Sizing map:
(6 px per µm)
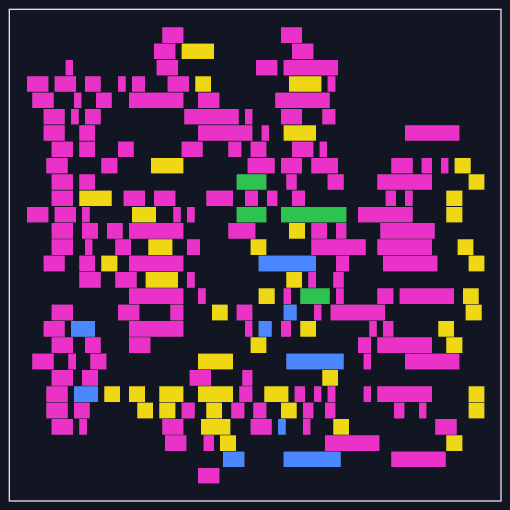
Signal wires on met3:
(6 px per µm)
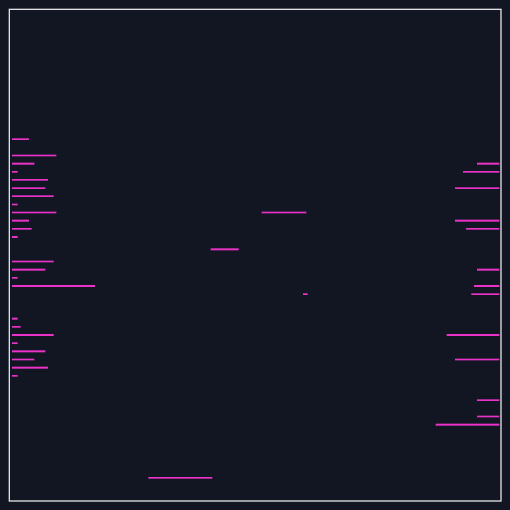
==> src/rtl/comparator_4bit_arbiter.sv <==
// Round-robin arbiter that time-shares one comparator_4bit among four requesters.
// Each comparison takes a grant cycle plus a compare cycle; results are registered and tagged with the requester ID.

module comparator_4bit #(
  parameter int WIDTH = 4
) (
  input  logic [WIDTH-1:0] a,
  input  logic [WIDTH-1:0] b,
  output logic             gt,
  output logic             eq,
  output logic             lt
);

  assign gt = (a > b);
  assign eq = (a == b);
  assign lt = (a < b);

endmodule

module comparator_4bit_arbiter #(
  parameter int N_REQ = 4,
  parameter int WIDTH = 4
) (
  input  logic                   clk,
  input  logic                   rst_n,
  input  logic [N_REQ-1:0]       req,
  input  logic [N_REQ*WIDTH-1:0] a_in,
  input  logic [N_REQ*WIDTH-1:0] b_in,
  output logic [N_REQ-1:0]       grant,
  output logic [N_REQ-1:0]       done,
  output logic                   gt,
  output logic                   eq,
  output logic                   lt,
  output logic [1:0]             res_id,
  output logic                   busy
);

  typedef enum logic {IDLE, CMP} state_t;

  state_t            state, state_next;
  logic [1:0]        last_ptr, last_next;
  logic [1:0]        cur_id, id_next;
  logic [1:0]        pick, cand;
  logic              found;
  logic [WIDTH-1:0]  op_a, op_b, op_a_next, op_b_next;
  logic [N_REQ-1:0]  grant_next, done_next;
  logic              gt_next, eq_next, lt_next, busy_next;
  logic [1:0]        res_id_next;
  logic              cmp_gt, cmp_eq, cmp_lt;

  comparator_4bit #(.WIDTH(WIDTH)) u_cmp (
    .a  (op_a),
    .b  (op_b),
    .gt (cmp_gt),
    .eq (cmp_eq),
    .lt (cmp_lt)
  );

  // Search begins one past the last completed requester; the 2-bit index wraps naturally.
  always_comb begin
    pick  = 2'd0;
    cand  = 2'd0;
    found = 1'b0;
    for (int k = 1; k <= N_REQ; k++) begin
      cand = last_ptr + 2'(k);
      if (!found && req[cand]) begin
        found = 1'b1;
        pick  = cand;
      end
    end
  end

  always_comb begin
    state_next  = state;
    last_next   = last_ptr;
    id_next     = cur_id;
    op_a_next   = op_a;
    op_b_next   = op_b;
    grant_next  = '0;
    done_next   = '0;
    busy_next   = 1'b0;
    gt_next     = gt;
    eq_next     = eq;
    lt_next     = lt;
    res_id_next = res_id;
    case (state)
      IDLE: begin
        if (|req) begin
          state_next       = CMP;
          grant_next[pick] = 1'b1;
          busy_next        = 1'b1;
          id_next          = pick;
          op_a_next        = a_in[int'(pick)*WIDTH +: WIDTH];
          op_b_next        = b_in[int'(pick)*WIDTH +: WIDTH];
        end
      end
      CMP: begin
        // Pointer moves on completion so an aborted operation leaves priority unchanged.
        state_next        = IDLE;
        gt_next           = cmp_gt;
        eq_next           = cmp_eq;
        lt_next           = cmp_lt;
        res_id_next       = cur_id;
        done_next[cur_id] = 1'b1;
        last_next         = cur_id;
      end
      default: state_next = IDLE;
    endcase
  end

  always_ff @(posedge clk or negedge rst_n) begin
    if (!rst_n) begin
      state    <= IDLE;
      last_ptr <= 2'd3;
      cur_id   <= 2'd0;
      op_a     <= '0;
      op_b     <= '0;
      grant    <= '0;
      done     <= '0;
      busy     <= 1'b0;
      gt       <= 1'b0;
      eq       <= 1'b0;
      lt       <= 1'b0;
      res_id   <= 2'd0;
    end else begin
      state    <= state_next;
      last_ptr <= last_next;
      cur_id   <= id_next;
      op_a     <= op_a_next;
      op_b     <= op_b_next;
      grant    <= grant_next;
      done     <= done_next;
      busy     <= busy_next;
      gt       <= gt_next;
      eq       <= eq_next;
      lt       <= lt_next;
      res_id   <= res_id_next;
    end
  end

endmodule

==> config.mk <==
export PLATFORM = sky130hd
export DESIGN_NAME = comparator_4bit_arbiter
export DESIGN_NICKNAME = d
export VERILOG_FILES = /design/src/rtl/comparator_4bit_arbiter.sv
export SDC_FILE = /design/constraint.sdc
export NUM_CORES = 1
export LEC_CHECK = 0
export CELL_PAD_IN_SITES_DETAIL_PLACEMENT = 1
export CELL_PAD_IN_SITES_GLOBAL_PLACEMENT = 2
export CORE_MARGIN = 2
export CORE_UTILIZATION = 24
export CTS_CLUSTER_SIZE = 20
export DETAILED_ROUTE_END_ITERATION = 10
export PLACE_DENSITY_LB_ADDON = 0.1
export SLEW_MARGIN = 20
export SYNTH_ARGS = -nofsm -noshare
export SYNTH_HDL_FRONTEND = slang
export SYNTH_SLANG_ARGS = --single-unit
==> constraint.sdc <==
create_clock -name clk -period 2.1 [get_ports clk]
set_clock_uncertainty 0.2 [all_clocks]
set_input_delay 0.21 -clock clk [delete_from_list [all_inputs] [get_ports clk]]
set_output_delay 0.21 -clock clk [all_outputs]
set_load 0.1 [all_outputs]
==> impl_metrics.tcl <==
# flow metrics
set metrics [dict create \
    max_slew_margin_pct 77.3 \
    seq_cell_count 26 \
    worstSkewPairLatency_ns 0.27 \
    grt_overflow 0 \
    fillers 692 \
    slew_viol_final 0 \
    wl_per_cell_um 14.5 \
    die-height_um 81.7 \
    status "finished, final reports clean" \
    syn-instance-count 141 \
    drtIter0Drc 29 \
    crit_path_max_fanout 4 \
    total_power_uw 3190 \
    yosys.area_share.adder_pct 3.45 \
    use_met1_pct 16.6 \
    wl_um 4130 \
    wl_met2_um 2080 \
    buffers 68 \
    reg2reg_from "last_ptr[0]" \
    syn_to_final_growth_pct 53.5 \
    gr-usage-met2_pct 24.0 \
    die_x_um 81.7 \
    crit_end "op_a[3]" \
    yosysMostFrequentCell "dfrtp_1" \
    clk_pin_slew_ns 0.10 \
    final-seq-area_um2 654 \
]
Back to the opening pictures, 'sizing map':
| size | colour | cells |
|---|---|---|
| drive 1 or less | magenta | 152 |
| drive 3 to 4 | yellow | 44 |
| drive 6 and up | green | 4 |
| drive 2 | blue | 9 |

Back to the opening pictures, 'signal wires on met3':
wire length on this layer: 192 µm
main direction: horizontal
nets with wire on the layer: 39
share of all routed wire: 4.6%

